### config.mk
export PLATFORM = sky130hd
export DESIGN_NAME = biset_status_arbiter
export DESIGN_NICKNAME = d
export VERILOG_FILES = /design/src/rtl/biset_status_arbiter.sv
export SDC_FILE = /design/constraint.sdc
export NUM_CORES = 1
export LEC_CHECK = 0
export CORE_MARGIN = 1.5
export CORE_UTILIZATION = 25
export CTS_BUF_LIST = sky130_fd_sc_hd__clkbuf_4 sky130_fd_sc_hd__clkbuf_8
export CTS_CLUSTER_SIZE = 16
export DETAILED_ROUTE_END_ITERATION = 8
export PLACE_DENSITY = 0.6
export SLEW_MARGIN = 20
export SYNTH_ARGS = -nofsm -noshare
export SYNTH_HDL_FRONTEND = slang
export SYNTH_SLANG_ARGS = --single-unit
### constraint.sdc
create_clock -name clk_i -period 5.6 [get_ports clk_i]
set_clock_uncertainty 0.05 [all_clocks]
set_input_delay 1.4 -clock clk_i [delete_from_list [all_inputs] [get_ports clk_i]]
set_output_delay 1.4 -clock clk_i [all_outputs]
set_load 0.02 [all_outputs]
### src/rtl/biset_status_arbiter.sv
// biset_status_arbiter: round-robin publisher of client words into a read-clearing BiSet status register
module biset_status_arbiter #(
  parameter int N_SRC = 4,
  parameter int WIDTH = 24,
  parameter int TIMEOUT = 0,
  parameter int CNT_W = 8,
  localparam int TAG_W = $clog2(N_SRC)
) (
  input  logic                     clk_i,
  input  logic                     rst_i,
  input  logic [N_SRC-1:0]         src_valid_i,
  input  logic [N_SRC*WIDTH-1:0]   src_data_i,
  output logic [N_SRC-1:0]         src_ack_o,
  output logic [N_SRC-1:0]         src_req_o,
  output logic [WIDTH+TAG_W:0]     stat_val_o,
  output logic                     stat_update_o,
  input  logic                     stat_event_i,
  input  logic                     stat_iter_i,
  output logic                     busy_o,
  output logic [CNT_W-1:0]         drop_cnt_o
);
  typedef enum logic {IDLE, HOLD} state_t;
  localparam logic [31:0] TLAST = TIMEOUT == 0 ? '0 : 32'(TIMEOUT - 1);
  state_t state;
  logic [TAG_W-1:0] ptr, g;
  logic [WIDTH-1:0] word;
  logic [31:0] hcnt;
  logic tmo;
  // scanning offsets downward leaves the lowest set offset from ptr as the winner
  always_comb begin
    int idx;
    logic [TAG_W-1:0] c;
    g = '0;
    idx = 0;
    c = '0;
    for (int k = N_SRC - 1; k >= 0; k--) begin
      idx = int'(ptr) + k;
      idx = idx >= N_SRC ? idx - N_SRC : idx;
      c = TAG_W'(idx);
      g = src_valid_i[c] ? c : g;
    end
  end
  assign word = WIDTH'(src_data_i >> (int'(g) * WIDTH));
  assign tmo = TIMEOUT != 0 && hcnt == TLAST;
  always_ff @(posedge clk_i) begin
    if (rst_i) begin
      state <= IDLE;
      ptr <= '0;
      hcnt <= '0;
      src_ack_o <= '0;
      src_req_o <= '0;
      stat_val_o <= '0;
      stat_update_o <= 1'b0;
      busy_o <= 1'b0;
      drop_cnt_o <= '0;
    end else begin
      src_ack_o <= '0;
      stat_update_o <= 1'b0;
      src_req_o <= {N_SRC{stat_event_i}};
      if (state == IDLE) begin
        if (|src_valid_i) begin
          src_ack_o <= N_SRC'(1) << g;
          stat_update_o <= 1'b1;
          stat_val_o <= {1'b1, g, word};
          ptr <= g == TAG_W'(N_SRC - 1) ? '0 : g + 1'b1;
          hcnt <= '0;
          state <= HOLD;
          busy_o <= 1'b1;
        end
      end else if (stat_iter_i) begin
        state <= IDLE;
        busy_o <= 1'b0;
      end else if (tmo) begin
        drop_cnt_o <= drop_cnt_o + CNT_W'(drop_cnt_o != '1);
        state <= IDLE;
        busy_o <= 1'b0;
      end else begin
        // a software write clears the register, so republish the held word
        stat_update_o <= stat_event_i;
        hcnt <= hcnt + 1;
      end
    end
  end
endmodule

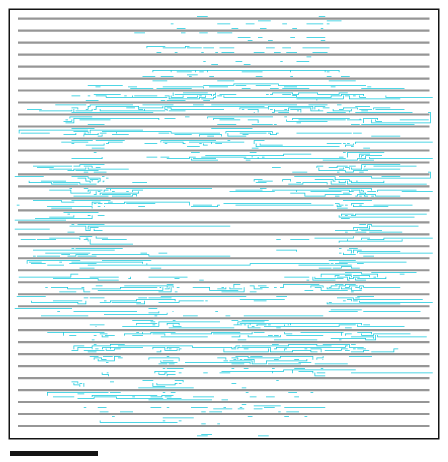
Fig. 1. Met1 routing (run 1).
The bar under the picture is 20 µm long. Supply wires on this layer in gray.
The layer holds 47% of the routed length. 413 nets have wire on it. The wires run mostly horizontal. The layer carries 3930 µm of wire.

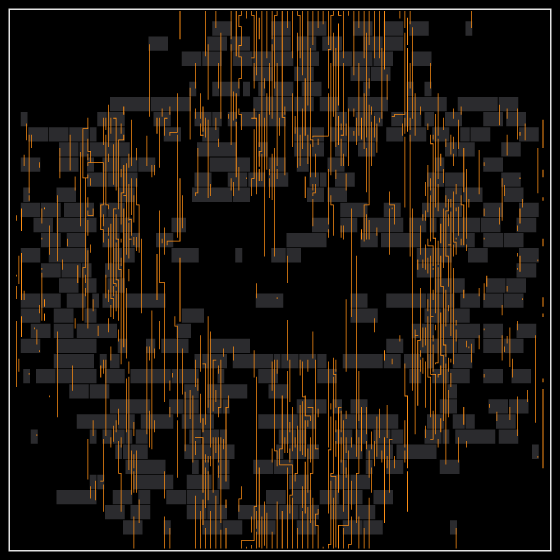
Fig. 2. Signal wires on met2 (run 1).
Cells faint in the background.
The longest straight run is 36.0 µm. The wires run mostly vertical. The layer carries 3830 µm of wire.

==> summary.txt, run 1 <==
Here are the numbers from the latest Yosys + OpenROAD run.

In this run, power in combinational logic comes to 0.000406 W. In the post-route report, total wirelength is listed as roughly 8400 µm. The async set-reset flop share out of synthesis came out at 0. Per the summary, power density relative to cell area is roughly 250 nW/µm². After detailed routing, the wire length on met1 is ~3900 µm. The last timing report of the flow puts the setup violation total at 0.

The total length of routed met2 wires came out at ~3800 µm. The data required time at the worst endpoint came out at about 5800 ps. Per STA, the startpoint of the critical path is src_valid_i[1]. The die is between 90 and 100 µm tall. The maximum fanout count along the critical path came out at roughly 50. The number of synthesized register bits came out at 37. The clock network power reported by the tool is 0.000199 W.

The clock insertion delay at the later pin of the skew report is 290 ps. The register-to-register path setup slack is 3040 ps. The sequential area share after synthesis is 0.334. The tally of yosys warning messages came out at 0. The minimum period implied by the final worst setup slack is ~3800 ps. The reported max-cap violation count came out at 0.

The DRC violation total after the first TritonRoute iteration is around 130. The capture point of the worst register-to-register path is recorded as ptr[1]. The final weighted congestion of routability-driven global placement came out at 0.773. The number of antenna violations at the first check in global routing came out at 0. The floorplan utilization is 0.257. The endpoint of the worst hold-timing path is stat_val_o[26]. The headroom to the max-slew limit came out at 0.293. The number of vias per cell after detailed routing came out at 5.18.

The clock group share of total power is 0.213. Among the non-sequential cells, AND-OR/OR-AND gates take the most area. The CTS buffer count is 5. The setup TNS is 0 ps. Based on the critical path, the design can be clocked at up to ~0.26 GHz. The transition at the pin with the smallest max-transition slack is roughly 1100 ps. The area recorded from the Yosys report for this design is ~2200 µm². The total leakage power came out at 1.47 nW. The number of distinct standard cells referenced by the synthesized netlist came out at 32. The total power came out at ~0.00093 W. The startpoint identified for the worst hold timing path is stat_val_o[26]. Once detailed placement completed, the half-perimeter wirelength came to between 5000 and 6000 µm. The peak ir drop on the vdd network is approximately 0.13 mV. The root buffer cell chosen for the clock tree is clkbuf_8. The post-synthesis xor/xnor area fraction is 0. Post-synth the commonest register cell is dfxtp_1. The kind of critical path is input pin to register. In the final report, the number of pins over their slew limit comes to 0. The signal arrival time at the worst endpoint is between 3000 and 4000 ps.

The number of global-route vias before repair came to 2545. The growth of design area from synthesis to finish came out at 67.3%. The overall chip area is 9440 µm².

The number of hold buffers added after CTS is 0. The worst setup slack after layout came out at between 1500 and 2000 ps. The relative contribution of sequential cells to total power came out at 0.353. The total number of placement rows came out at 34. The final period utilization came out at 0.684. The number of cell instances after yosys synthesis came out at roughly 270. The flow ran to the end, and the final reports show no timing, DRC or antenna violations. The first global-routing pass estimated around 13000 µm of wire.

The number of nets in the finished design is between 400 and 500. TritonRoute reported its final design rule violation total as 0. The average size of a mapped cell came out at roughly 8.3 µm². The clock-pin transition on the worst setup and hold timing paths came out at 90 ps.

The overall fraction of global-route tracks in use came out at 0.171. TritonCTS built the clock tree. Of the total power, combinational logic draws 0.435. Per the final layout report, the fraction of cells sized above drive strength 1 comes to 0.0494.

The routed layout has approximately 2600 vias. The antenna diode count is 0. The class of the tightest hold or removal check is register to register. The highest-power group is combinational cells. The pre-antenna-repair detailed-routing pass consisted of 4 iterations.

The highest metal layer carrying signal wires in the routed design is met4. The proportion of total power due to net switching came out at 0.353. The number of synthesized flops with an enable pin is 0. The sequential power reported by the tool is 0.000329 W. The met3 routed wirelength came out at 563 µm.

The switching power is approximately 0.00033 W. The deepest clock path buffer count is 2. The H-tree depth is 2.

The post-placement worst setup slack came out at between 1000 and 1500 ps.
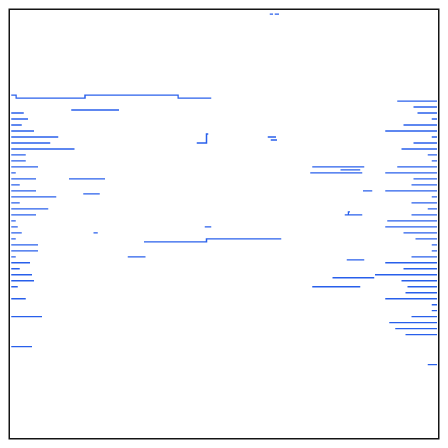
Fig. 3. The metal 3 layer (run 1).
The layer holds 6.7% of the routed length. The longest straight run is 21.2 µm. The wires run mostly horizontal. The layer carries 564 µm of wire.

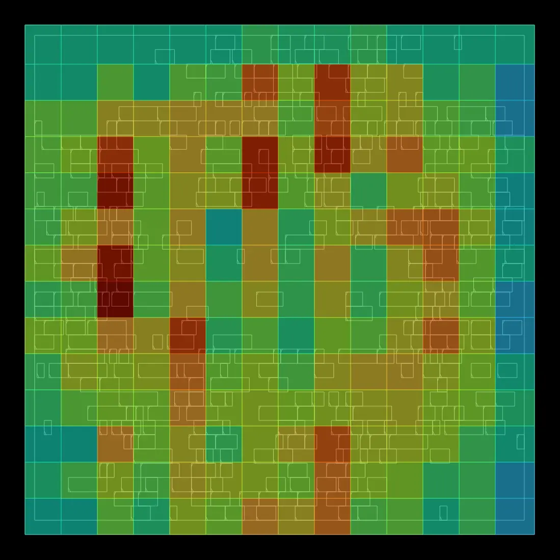
Fig. 4. Routing congestion map (run 1).
grt met2 use: 0.267
average wire per standard cell: 17.1 µm

==> run 1: area by class of cell <==
cell class / count / area, µm²
clock buffers: 5 / 68.8
clock inverters: 3 / 25.0
fillers: 892 / 4930
inverters: 2 / 7.51
multi-input cells: 195 / 1310
flip-flops and latches: 37 / 741
well taps: 108 / 135
repair buffers: 143 / 1420
==> run 1: state kept, by name (all words and copies together), names as in the netlist <==
register	flops
stat_val_o	27
busy_o	1
state	1
src_req_o	1
src_ack_o	4
stat_update_o	1
ptr	2
==> run 1: cell usage after synthesis, drive strengths merged (2+ instances only) <==
library cell | count | area (µm²)
clkbuf | 16 | 60.1
and3 | 24 | 150
inv | 2 | 7.51
nand3 | 24 | 120
a21oi | 2 | 10.0
nor3 | 5 | 30.0
mux2i | 2 | 20.0
a211o | 25 | 219
buf | 23 | 153
nor2b | 5 | 31.3
a22o | 24 | 210
nor2 | 11 | 41.3
nand2 | 29 | 109
o221ai | 24 | 210
dfxtp | 37 | 741
==> run 1: through the flow <==
step	cell area [µm²]	util	instances
2_1_floorplan	2240	-	273
3_3_place_gp	3600	0.417	485
3_5_place_dp	3600	0.417	485
4_1_cts	3700	0.428	493
5_1_grt	3710	0.430	493
6_report	3710	0.430	493
==> run 1: worst max-delay path: stages <==
cell,delay (ps)
clkdlybuf4s50_1,540
nor2_1,80
or4b_4,790
nand2_1,500
buf_4,330
nand2_1,70
a311oi_1,260
==> run 1: layer usage <==
layer  vias to the layer above  GRT usage
met5                         -          0
met4                         0     0.0502
met3                         8     0.0410
met2                       110      0.267
met1                      1197      0.234
li1                       1239          -
Fig. 5: run 1, signal metal coverage by tile
The die is cut into 19 by 19 equal tiles; dark blue is low, red is high, scaled to the fullest tile. Values are wire area over tile area, all layers added.
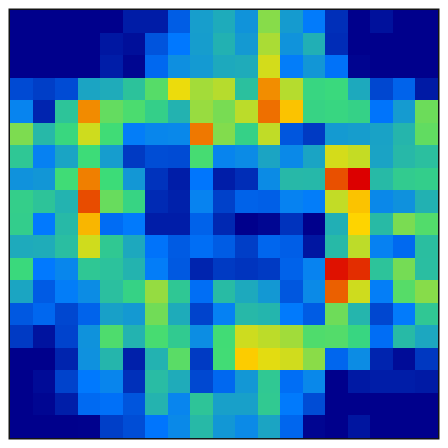

==> run 1 -> run 2 <==
- PLACE_DENSITY: 0.6 -> 0.62
- clock period: 5.6 -> 3.2 ns (I/O delays scaled with it)
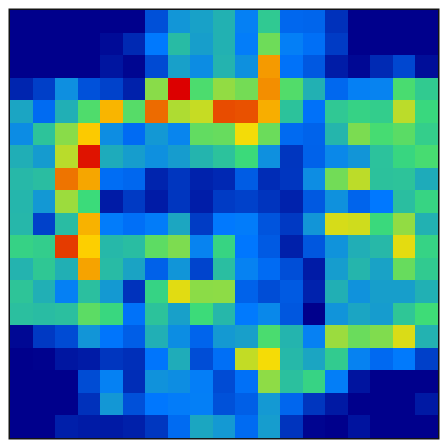
Fig. 6. Signal metal coverage by tile (run 2).
The die is cut into 19 by 19 equal tiles; dark blue is low, red is high, scaled to the fullest tile. Values are wire area over tile area, all layers added.
The mean over all tiles is 0.15. The emptiest ninth of the die: lower left. The fullest tile reaches 0.49. 17% of the tiles are over half the peak.

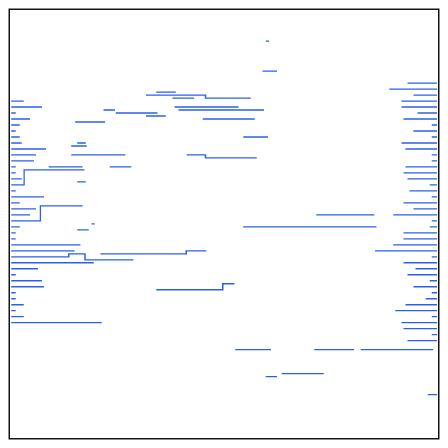
Fig. 7. The metal 3 layer (run 2).
The longest straight run is 29.9 µm. The wires run mostly horizontal.

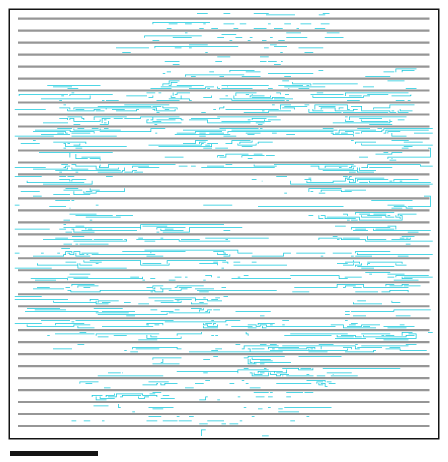
Fig. 8. Met1 routing (run 2).
The bar under the picture is 20 µm long. Supply wires on this layer in gray.
The layer holds 43% of the routed length. The longest straight run is 32.2 µm.

==> summary.txt, run 2 <==
Here are the numbers from the latest Yosys + OpenROAD run.

The dominant register cell is dfxtp_1. The overall via count from detail_route came out at 2672 (+4.6%). The signal arrival time at the worst endpoint is 2910 ps (-1080 ps).

The antenna diode count came out at 0 (unchanged). The routed length per instance is 17.1 µm (+0.20%). The core area is 8640 µm². The registers reported with the highest flop counts are stat_val_o: 27 flops, src_ack_o: 4 flops, ptr: 2 flops.

The total of buffers placed on input and output ports is 140. The cell sitting at the root of the clock tree is a clkbuf_8. The flow ran to the end, and the final reports show no timing, DRC or antenna violations. The fraction of layout instances using a drive strength above 1 is 0.0825 (+0.0331). The number of cells in the design after placement is 500 (+3.1%). The minimum period implied by the final worst setup slack is 2720 ps. The floorplan utilization came out at 0.257 (unchanged).

STA classifies the critical path endpoint as a register. The worst register-to-register path has a depth of 7. The power density over the cells came out at 471 nW/µm² (+87%).

The post-placement worst setup slack came out at 183 ps (-1190 ps). The final weighted congestion of routability-driven global placement is 0.760 (-1.7%). The reported max-cap violation count is 0 (unchanged). Looking at the setup timing report, the critical path kind is input pin to register. The number of distinct standard cells referenced by the synthesized netlist is 32 (unchanged). The maximum frequency from static timing analysis is approximately 0.37 GHz. The tally of yosys warning messages came out at 0 (unchanged). The data required time at the worst endpoint is 3390 ps (-2360 ps). The average size of a mapped cell came out at 8.34 µm² (unchanged). In this design, the critical path's most frequently occurring cell is buf_4. The end-of-flow core utilization is 0.450 (+0.0209).

The CTS buffer count was 5 (unchanged). The final standard cell area without fillers was 3890 µm² (+4.9%). The first-pass GRT wire length is 14400 µm (+9.1%). The DRC violation count after routing came out at 0 (unchanged). The number of standard cells in the layout, taps in and fillers out is 508 (+3.0%). The delay of the slowest cell on the worst path was 550 ps (-240 ps). Sorting the synthesis cell report by count puts at the top dfxtp_1.

The sequential area share after synthesis came to 0.334 (unchanged). The number of iterations in the first detailed-routing pass came out at 4 (unchanged). The async set-reset flop share out of synthesis is 0 (unchanged). The half-perimeter wire length after detailed placement came out at 6150 µm (+6.5%). The clock insertion delay at the later pin of the skew report came out at 290 ps (about the same). The worst hold path belongs to the class register to register. Yosys attributes the largest share of cell area to dfxtp_1, a211o_1, a22o_1, o221ai_1, and3_1. On the critical path, the stage with the largest delay is an instance of or4b_4. The H-tree depth is 2 (unchanged). The final timing report lists a hold violation count of 0.

The yosys stat chip area is 2220 µm² (unchanged). The number of antenna violations at the first check in global routing is 0 (unchanged). The leading area contributor after synthesis is dfxtp_1. The total setup violations reported at the end of the flow came to 0 (unchanged). The register-to-register path setup slack is 1160 ps (-1880 ps).

The number of flip-flops in the largest register is 27 (unchanged). Buffers added to address setup during post-CTS repair amount to 0. The area share of the leading cell type in the synthesized netlist was 0.334 (unchanged). The final period utilization is 0.850. The deepest clock path buffer count came out at 2 (unchanged). The max-slew violation count came out at 0 (unchanged). TritonCTS built the clock tree. The total number of placement rows is 34 (unchanged).

The peak ir drop on the vdd network is 0.197 mV (+55%). The number of hold buffers added after CTS is 0 (unchanged). The total leakage power was 1.58 nW (+7.3%).

The maximum fanout count along the critical path is 24 (-52%). The growth of design area from synthesis to finish came out at 75.5%. The post-detailed-placement cell area is 3750 µm² (+4.2%). The commonest cells after synthesis are dfxtp_1, nand2_1, a211o_1. The DRC violation total after the first TritonRoute iteration came out at 146 (+11%). The number of synthesized flops with an enable pin came out at 0 (unchanged). The total power came to 0.00183 W (+96%).

The headroom to the max-slew limit came out at 0.546 (+0.253). The transition at the pin with the smallest max-transition slack is 680 ps (-380 ps). The overall chip area is 9440 µm² (unchanged). The total buffers and inverters traversed by the critical path came out at 3 (+1). The clock-pin transition on the worst setup and hold timing paths was 90 ps (about the same). The number of nets in the finished design came out at 503 (+3.1%). Ranked by flip-flop count, first place goes to stat_val_o.

The cell sequence reported for the critical path is clkdlybuf4s50_1 -> nor2_1 -> or4b_4 -> buf_4 -> nand2_1 -> buf_4 -> a211o_1 -> a22o_1. The overall fraction of global-route tracks in use came out at 0.186 (+0.0146). The number of cell instances after yosys synthesis came out at 266 (unchanged). The library cells used most frequently in the layout, excluding fill and tap cells, are clkdlybuf4s50_1, dfxtp_1, nand2_1, a211o_1. The die span in y is 97.2 µm (unchanged). The number of global-route vias before repair came out at 2775 (+9.0%). The setup TNS is 0 ps (unchanged). The number of synthesized register bits is 37 (unchanged). The cell family contributing the most delay on the critical path is buffers and inverters.

The worst setup slack after layout is 479 ps (-1290 ps).
-- run 2: cell counts after synthesis --
Identical to the previous run, type by type.
-- run 2: final timing paths --
kind	startpoint	end
worst max-delay path	src_valid_i[3]	stat_val_o[12]
worst min-delay path	stat_val_o[26]	stat_val_o[26]
worst max register to register	ptr[0]	stat_val_o[12]
worst min register to register	stat_val_o[26]	stat_val_o[26]
-- run 2: layer usage --
metal | share of wire | GRT usage | vias up
met2 | 0.48 | 0.314 | 142
li1 | - | - | 1266
met3 | 0.086 | 0.0540 | 12
met4 | 0.0091 | 0.0491 | 0
met1 | 0.43 | 0.231 | 1252
met5 | 0 | 0 | -
-- run 2: cells by family (layout without fill, tap and decap cells) --
kind of cell	count (synthesis)	in the layout	synth area share
AND-OR/OR-AND	81	81	0.313
buffers and inverters	41	168	0.0993
flip-flops	37	37	0.334
multiplexers	2	2	0.00903
other	1	8	0.00169
AND/OR/NAND/NOR	104	104	0.243
-- run 2: power by group --
| part | switching, W | internal, W |
|---|---|---|
| clock network | 0.000191 | 0.000314 |
| registers | 0.0000428 | 0.000532 |
| logic | 0.000351 | 0.000399 |
| total | 0.000585 | 0.00125 |
-- run 2: area by class of cell --
type                    instances  area (µm²)
clock buffers                   5        68.8
clock inverters                 3        68.8
fillers                       877        4750
inverters                       2        7.51
multi-input cells             195        1290
flip-flops and latches         37         741
well taps                     108         135
repair buffers                158        1570
-- run 2: worst register-to-register path, stage by stage, from the launching register on --
cell     delay, ps
dfxtp_1        380
nor2b_1         80
or4b_4         530
buf_4          230
nand2_1        140
buf_4          260
a211o_1        180
a22o_1         120
Power is estimated from default activity; no workload was simulated.
